**src/rtl/toggle_event_decoder_if.sv**
```systemverilog
// ---------------------------------------------------------------------------
// toggle_event_decoder_if
// Groups the event-link and handshake signals of toggle_event_decoder.
//   t_in     : toggle-encoded event line (driven by the link side)
//   ev_ready : consumer accepts the presented event
//   clr_ovf  : clears the sticky overflow flag
//   ev_valid : at least one event is pending
//   pending  : number of queued, unconsumed events (CNT_W bits)
//   total    : running count of detected toggles, modulo 2^TOTAL_W
//   overflow : sticky, an event was dropped because pending was full
// Modports: master drives the inputs and observes the outputs;
//           slave is the decoder side.
// ---------------------------------------------------------------------------
interface toggle_event_decoder_if #(
    parameter int CNT_W   = 4,
    parameter int TOTAL_W = 16
);
    logic               t_in;
    logic               ev_ready;
    logic               clr_ovf;
    logic               ev_valid;
    logic [CNT_W-1:0]   pending;
    logic [TOTAL_W-1:0] total;
    logic               overflow;

    modport master (
        output t_in, ev_ready, clr_ovf,
        input  ev_valid, pending, total, overflow
    );

    modport slave (
        input  t_in, ev_ready, clr_ovf,
        output ev_valid, pending, total, overflow
    );
endinterface

```
**src/rtl/toggle_event_decoder.sv**
```systemverilog
// ---------------------------------------------------------------------------
// toggle_event_decoder
// Receive-side decoder for a toggle-encoded event link. Every level change on
// t_in is one event. Events are queued in a saturating pending counter and
// handed out one per cycle on a valid/ready handshake. A free-running total
// counter and a sticky overflow flag are kept alongside.
//
// Ports:
//   clk    : single clock, rising edge
//   reset  : synchronous, active-high
//   bus    : toggle_event_decoder_if.slave (t_in, ev_ready, clr_ovf in;
//            ev_valid, pending, total, overflow out)
//
// Optional feature macro: TOGGLE_EVENT_DECODER_SYNC_EN
//   defined     -> t_in passes through a 2-flop synchronizer (may be async to
//                  clk); event latency 3 cycles, reset must last >= 3 cycles.
//   not defined -> t_in sampled directly (must be synchronous); latency 1.
// ---------------------------------------------------------------------------
module toggle_event_decoder #(
    parameter int CNT_W   = 4,
    parameter int TOTAL_W = 16
) (
    input  logic                      clk,
    input  logic                      reset,
    toggle_event_decoder_if.slave     bus
);

    logic               w_t_s;
    logic               r_t_prev;
    logic [CNT_W-1:0]   r_pending;
    logic [TOTAL_W-1:0] r_total;
    logic               r_overflow;

    logic               w_tog;
    logic               w_pop;
    logic               w_full;

`ifdef TOGGLE_EVENT_DECODER_SYNC_EN
    logic r_sync1;
    logic r_sync2;

    // The synchronizer is deliberately not reset: it keeps tracking the line
    // during reset so the baseline level is in place on release.
    always_ff @(posedge clk) begin
        r_sync1 <= bus.t_in;
        r_sync2 <= r_sync1;
    end

    assign w_t_s = r_sync2;
`else
    assign w_t_s = bus.t_in;
`endif

    // Level tracker also loads during reset, so the level present at release
    // becomes the baseline and produces no spurious event.
    always_ff @(posedge clk) begin
        r_t_prev <= w_t_s;
    end

    assign w_tog  = w_t_s ^ r_t_prev;
    assign w_pop  = (r_pending != '0) && bus.ev_ready;
    assign w_full = &r_pending;

    always_ff @(posedge clk) begin
        if (reset) begin
            r_pending  <= '0;
            r_total    <= '0;
            r_overflow <= 1'b0;
        end else begin
            // Push and pop together leave the count unchanged; a push into a
            // full counter with no pop is dropped.
            if (w_tog && !w_pop && !w_full) begin
                r_pending <= r_pending + CNT_W'(1);
            end else if (w_pop && !w_tog) begin
                r_pending <= r_pending - CNT_W'(1);
            end

            r_total <= r_total + TOTAL_W'(w_tog);

            // Set takes priority over clear when both happen in one cycle.
            if (w_tog && w_full && !w_pop) begin
                r_overflow <= 1'b1;
            end else if (bus.clr_ovf) begin
                r_overflow <= 1'b0;
            end
        end
    end

    assign bus.ev_valid = (r_pending != '0);
    assign bus.pending  = r_pending;
    assign bus.total    = r_total;
    assign bus.overflow = r_overflow;

endmodule

```
**src/flat_wrapper.sv**
```systemverilog
// flat-port wrapper written by rule: the top's interface ports become plain ports
module toggle_event_decoder_flat 
#(
    parameter int CNT_W   = 4,
    parameter int TOTAL_W = 16
)
  (clk, reset, bus_t_in, bus_ev_ready, bus_clr_ovf, bus_ev_valid, bus_pending, bus_total, bus_overflow);
  toggle_event_decoder_if #(.CNT_W(CNT_W), .TOTAL_W(TOTAL_W)) bus_i ();
  input  logic clk;
  input  logic reset;
  input wire logic [$bits(bus_i.t_in)-1:0] bus_t_in;
  input wire logic [$bits(bus_i.ev_ready)-1:0] bus_ev_ready;
  input wire logic [$bits(bus_i.clr_ovf)-1:0] bus_clr_ovf;
  output wire logic [$bits(bus_i.ev_valid)-1:0] bus_ev_valid;
  output wire logic [$bits(bus_i.pending)-1:0] bus_pending;
  output wire logic [$bits(bus_i.total)-1:0] bus_total;
  output wire logic [$bits(bus_i.overflow)-1:0] bus_overflow;
  assign bus_i.t_in = bus_t_in;
  assign bus_i.ev_ready = bus_ev_ready;
  assign bus_i.clr_ovf = bus_clr_ovf;
  assign bus_ev_valid = bus_i.ev_valid;
  assign bus_pending = bus_i.pending;
  assign bus_total = bus_i.total;
  assign bus_overflow = bus_i.overflow;
  toggle_event_decoder #(.CNT_W(CNT_W), .TOTAL_W(TOTAL_W)) u_core (.clk(clk), .reset(reset), .bus(bus_i));
endmodule
```
**config.mk**
```make
export PLATFORM = sky130hd
export DESIGN_NAME = toggle_event_decoder_flat
export DESIGN_NICKNAME = d
export VERILOG_FILES = /design/src/rtl/toggle_event_decoder_if.sv /design/src/rtl/toggle_event_decoder.sv /design/src/flat_wrapper.sv
export SDC_FILE = /design/constraint.sdc
export NUM_CORES = 1
export LEC_CHECK = 0
export CORE_ASPECT_RATIO = 1.5
export CORE_MARGIN = 2
export CORE_UTILIZATION = 40
export DETAILED_ROUTE_END_ITERATION = 8
export GPL_ROUTABILITY_DRIVEN = 1
export PLACE_DENSITY = 0.76
export SLEW_MARGIN = 20
export SYNTH_ARGS = -nofsm -noshare
export SYNTH_HDL_FRONTEND = slang
export SYNTH_SLANG_ARGS = --single-unit
```
**constraint.sdc**
```tcl
create_clock -name clk -period 3.89 [get_ports clk]
set_input_delay 0.778 -clock clk [delete_from_list [all_inputs] [get_ports clk]]
set_output_delay 0.778 -clock clk [all_outputs]
set_load 0.01 [all_outputs]
```
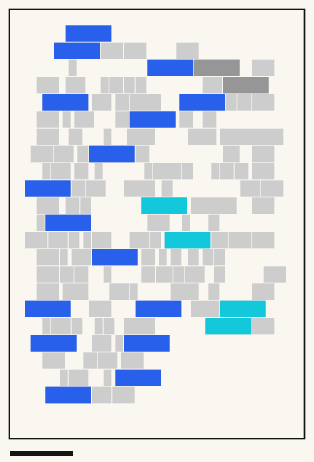
Run 1: sequential cells colored by netlist name
Scale bar: 10 um.
| name in the netlist | color | flops |
|---|---|---|
| u_core.bus.pending | cyan | 4 |
| u_core.bus.total | blue | 16 |
not colored: 2

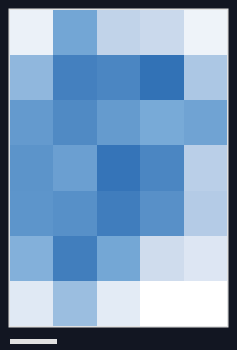
Run 1: cell density map
Scale bar: 10 um. 5 x 7 tiles, from white (low) to dark blue (high), 0 to 100% covered.
densest ninth of the die: center
nearly empty tiles: 5.7%
emptiest ninth of the die: south-east
fullest tile: 73%

==> impl_metrics.yaml, run 1 <==
# implementation run metrics
floorplanning:
  fp-utilization_pct: 41.2
  dieArea_sq_um: 3140
  die_w_um: 46.4
  taps: 37
routing:
  wl_met1_um: 956
  wl_met2_um: 1090
  top_layer: "met4"
  drt_pass1_iterations: 4
  vias: 907
grt:
  met3_usage_pct: 2.94
  first_global_vias: 867
  use_met1_pct: 19.0
  grt_busiest_layer: "met2"
  antenna_found_initial: 0
  grt.met2_usage_pct: 27.8
  track_usage_pct: 16.3
  grt_remaining_overflow: 0
final_timing:
  final.min_clock_period_ns: 2.94
  fin_skew_ns: 0.00139
critical_path:
  crit_end: "u_core.bus.pending[3]"
  path_cells: "clkdlybuf4s50_1, xor2_1, and3_1, inv_1, ha_1, a21oi_1, a21boi_0, mux2i_1, o311ai_1"
  regToRegSetupSlack_ns: 1.40
  cp_max_fo: 6
  rr_endpoint: "u_core.bus.pending[3]"
  cp_top_family: "buffers and inverters"
clock_tree:
  cts_tree: "yes"
  clkSinkCount: 22
synthesis:
  syn-instance-count: 116
  top_area_cell: "dfxtp_1"
  xor_share_pct: 11.4
  ys_top_logic_family: "simple AND/OR/NAND/NOR gates"
  ys_sh_aoi_pct: 10.4
  ys.flop_type: "dfxtp_1"
  ys_seq_share_pct: 40.8
  muxShareOfSynthArea_pct: 0.927
  fp_nets: 126
  synthAdderAreaFrac_pct: 6.49
layout:
  dominant-cell-class: "multi-input combinational cells"
  area_growth_pct: 29.8
  nClkBuffers: 3
  buffers: 27
  logic_area_sq_um: 602
  antennaDiodeCount: 0
  layout.nonclk_buf_share_pct: 19.1
  layout-drive-gt1-share_pct: 7.14
  seq_area_share_pct: 31.4
  register_area_sq_um: 440
run:
  drv_cap: 0
place:
  place.gp.congestion: 0.763
worst_hold_path:
  hold_depth: 2
outcome:
  outcome: "completed"
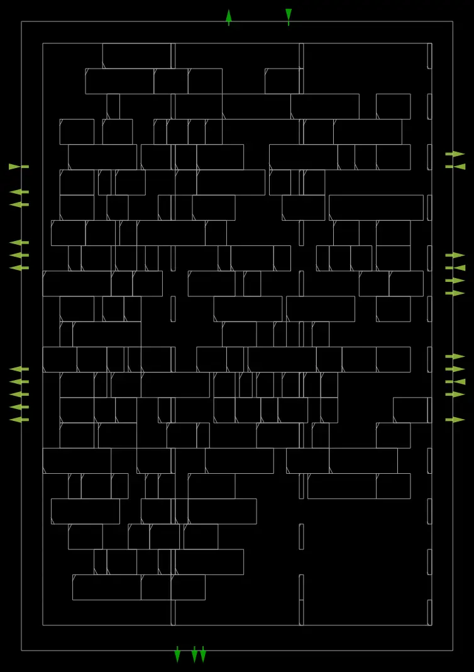
Run 1: cell placement
post-layout util: 53.5%
flop count: 22

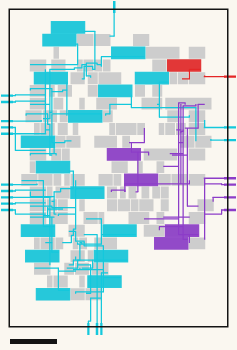
Run 1: I/O nets highlighted
Scale bar: 10 um.
| port | color | direction | edge | end cells | buffers | wire |
|---|---|---|---|---|---|---|
| bus_pending | purple | output | east | 4 | 4 | 217 um |
| bus_overflow | red | output | east | 1 | 1 | 10.4 um |
| bus_total | cyan | output | 10 west, 3 south, 2 east, 1 north | 16 | 16 | 562 um |
io pins: 27
# port buffers: 26

==> run 1: worst min-delay path, stage by stage, from the launching register on <==
cell and delay, ns:
dfxtp_1 0.31, nand2b_1 0.06, a21oi_1 0.05
==> run 1: power breakdown <==
| part | internal (mW) | leakage [nW] | total (mW) | switching [mW] |
|---|---|---|---|---|
| Clock | 0.0691 | 0.0216 | 0.139 | 0.0698 |
| Combinational | 0.116 | 0.310 | 0.214 | 0.0989 |
| Sequential | 0.245 | 0.179 | 0.285 | 0.0401 |
| Total | 0.430 | 0.511 | 0.639 | 0.209 |
==> run 1: per-stage QoR <==
step	cells	power [mW]	hold slack [ns]	worst slack, ns
2_1_floorplan	116	0.423	0.489	1.46
4_1_cts	177	0.649	0.471	0.939
3_5_place_dp	174	0.509	0.458	0.661
5_1_grt	177	0.687	0.503	0.751
6_report	177	0.639	0.467	0.947
3_3_place_gp	174	0.491	0.459	0.824
==> run 1: logic make-up (layout without fill, tap and decap cells) <==
group / Yosys count / in the layout
AND/OR/NAND/NOR: 52 / 52
AND-OR/OR-AND: 15 / 15
XOR/XNOR: 14 / 14
buffers and inverters: 7 / 31
adder cells (fa/ha/maj): 5 / 5
flip-flops: 22 / 22
multiplexers: 1 / 1
==> run 1: cell usage after synthesis (2+ instances only) <==
library cell,number
dfxtp_1,22
nor2_1,14
xor2_1,13
nand3_1,8
nand4_1,7
a21oi_1,6
nand2_1,5
clkbuf_1,4
ha_1,4
o21ai_0,3
and2_1,2
and3_1,2
and4_1,2
nand2b_1,2
nor2b_1,2
==> run 1: registers in the layout, indices dropped and copies added (netlist names) <==
name                 flops
u_core.bus.pending       4
u_core.bus.total        16
u_core.bus.overflow      1
u_core.r_t_prev          1
--- run 2 (diff from run 1) ---
Clock period 3.89 ns to 2.8 ns, I/O delays scaled along.
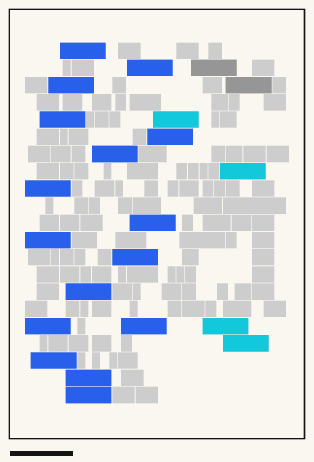
Run 2: sequential cells colored by netlist name
Scale bar: 10 um.
| name in the netlist | color | flops |
|---|---|---|
| u_core.bus.pending | cyan | 4 |
| u_core.bus.total | blue | 16 |

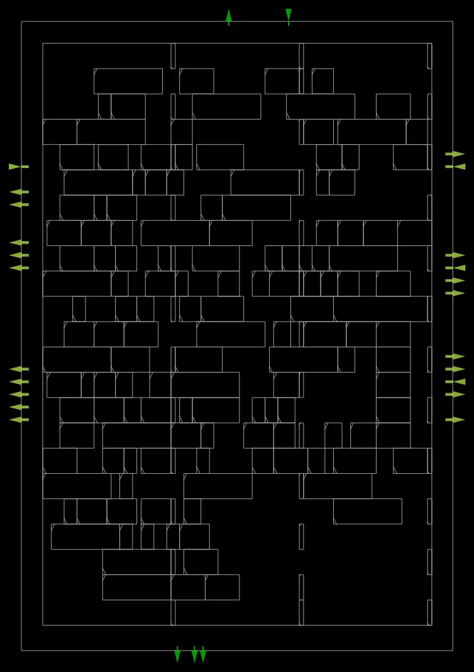
Run 2: cell placement
Seq area share: 30.8%
post-layout util: 54.6%
fin cells: 180

==> impl_metrics.yaml, run 2 <==
# implementation run metrics
outcome:
  outcome: "completed"
final_timing:
  final.min_clock_period_ns: 2.46
  fin_skew_ns: 0.00458
  fin_crit_sh_pct: 88.0
  fmax_mhz: 406
  setup_viol: 0
  slew_viol_final: 0
  rsz0062_at_grt: "no"
  slew_headroom_pct: 73.3
  whs_ns: 0.475
  worst_pin_slew_ns: 0.398
  setup_tns_ns: 0
layout:
  layout-drive-gt1-share_pct: 9.09
  area_growth_pct: 32.4
  nets: 154
  largest_register_ff_count: 16
  lay_top_count: "clkdlybuf4s50_1"
  fill_cells: 232
  final_cell_mix: "clkdlybuf4s50_1, dfxtp_1, nor2_1"
  antennaDiodeCount: 0
routing:
  wirelength_um: 2180
  vias_per_cell: 5.20
  wl_met3_um: 110
  top_layer: "met4"
  drt_iter0_markers: 34
  drt.antenna.violating_nets: 0
  route.detailed.drc: 0
  drt_pass1_iterations: 5
  wl_met2_um: 1110
  wl_met1_um: 949
  vias: 936
clock_tree:
  cts_resized: 0
  cts_tree: "yes"
  cts_setup_buffers: 0
  postCtsHoldBufs: 0
  numCtsBuffers: 3
  cts_htree_levels: 1
  clkTransAtPathRegs_ns: 0.08
  cts-root-buf: "clkbuf_8"
  clkSinkCount: 22
synthesis:
  netlist_top_cells_count: "dfxtp_1, nor2_1, xor2_1"
  synthTopCellsByArea: "dfxtp_1, xor2_1, nor2_1, ha_1, nand4_1"
  async_flop_share_pct: 0
  ys.flop_type: "dfxtp_1"
  ys_seq_share_pct: 40.8
  syn-instance-count: 116
  syn-cell-area_sq_um: 1080
  ys_warn_count: 0
  ys_chip_area_sq_um: 1080
  yosys_cells: 116
  synth.most_common_cell: "dfxtp_1"
  fp_nets: 126
  enable_flop_cells: 0
  ys_ff: 22
  postSynthAreaPerCell_sq_um: 9.31
  top_area_cell: "dfxtp_1"
  synth_top_area_share_pct: 40.8
floorplanning:
  dieArea_sq_um: 3140
  fp-utilization_pct: 41.2
  core_sq_um: 2620
  die_h_um: 67.6
  ios: 27
  die_w_um: 46.4
critical_path:
  arrival_ns: 2.59
  cp_max_fo: 5
  worstSetupStartpoint: "bus_t_in"
  critPathLaunchType: "input port"
  cp.required_ns: 2.93
  setup.worst_path.end_class: "flip-flop"
  r2r-start: "u_core.bus.pending[0]"
  reg2reg_depth: 8
grt:
  grt_remaining_overflow: 0
  grt_first_pass_wirelength_um: 3730
  first_global_vias: 875
  antenna_found_initial: 0
  track_usage_pct: 15.8
  grt_max_degree: 23
place:
  port_buffers: 26
  dp_hpwl_um: 1640
  place.gp.congestion: 0.838
worst_hold_path:
  hold_depth: 2
  min_from: "u_core.bus.overflow"
  hold_path.class: "reg -> reg"
power:
  power_density_nw_per_um2: 647
  ir_drop_mv: 0.394
  p_leak_nw: 0.528
run:
  warning_count: 26
  drv_cap: 0
## run 2: cell counts after synthesis
No cell type changed its count.
## run 2: worst paths after layout
| kind | end | slack (ns) |
|---|---|---|
| max | u_core.bus.pending[3] | 0.34 |
| min | u_core.bus.overflow | 0.48 |
| max reg2reg | u_core.bus.pending[3] | 0.40 |
| min reg2reg | u_core.bus.overflow | 0.48 |
## run 2: layout make-up
cell class	instances	area [sq um]	share of cell area, %
inverter	1	3.75	0.262
timing repair buffer	29	283	19.8
sequential	22	440	30.8
tap	37	46.3	3.24
multi-input combinational	87	602	42.1
clock buffer	4	55.1	3.85
## run 2: through the flow
step                worst slack (ns)  power, mW  instances  instance area [sq um]  util, %
floorplan                      0.578      0.588        116                   1080        -
global route                   0.137      0.993        180                   1430     54.6
finish                         0.337      0.925        180                   1430     54.6
detailed placement            0.0706      0.710        176                   1380     52.5
global placement               0.224      0.693        176                   1380     52.5
CTS                            0.347      0.937        180                   1430     54.6
## run 2: critical path, stage by stage
cell             delay [ns]
clkdlybuf4s50_1        0.48
xor2_1                 0.18
and3_1                 0.21
inv_1                  0.11
ha_1                   0.33
a21oi_1                0.29
a21boi_0               0.15
mux2i_1                0.15
o311ai_1               0.11
## run 2: kinds of logic after synthesis
logic type      Yosys count  share of synthesized area, %
mux                       1                         0.927
buf+inv                   7                          3.48
flops                    22                          40.8
fa+ha+maj                 5                          6.49
compound gates           15                          10.4
xor+xnor                 14                          11.4
simple gates             52                          26.5
## run 2: layer usage
metal  global-route usage [%]  vias to the layer above
li1                         -                      464
met1                     17.8                      440
met2                     28.1                       28
met3                     3.48                        4
met4                     5.36                        0
met5                        0                        -
## run 2: power by group
part	switching, mW	internal (mW)	leakage (nW)
combinational	0.138	0.166	0.320
clock	0.101	0.125	0.0288
sequential	0.0541	0.341	0.179
total	0.293	0.632	0.528
No activity file was given, so power comes from the tool's default toggle rates.
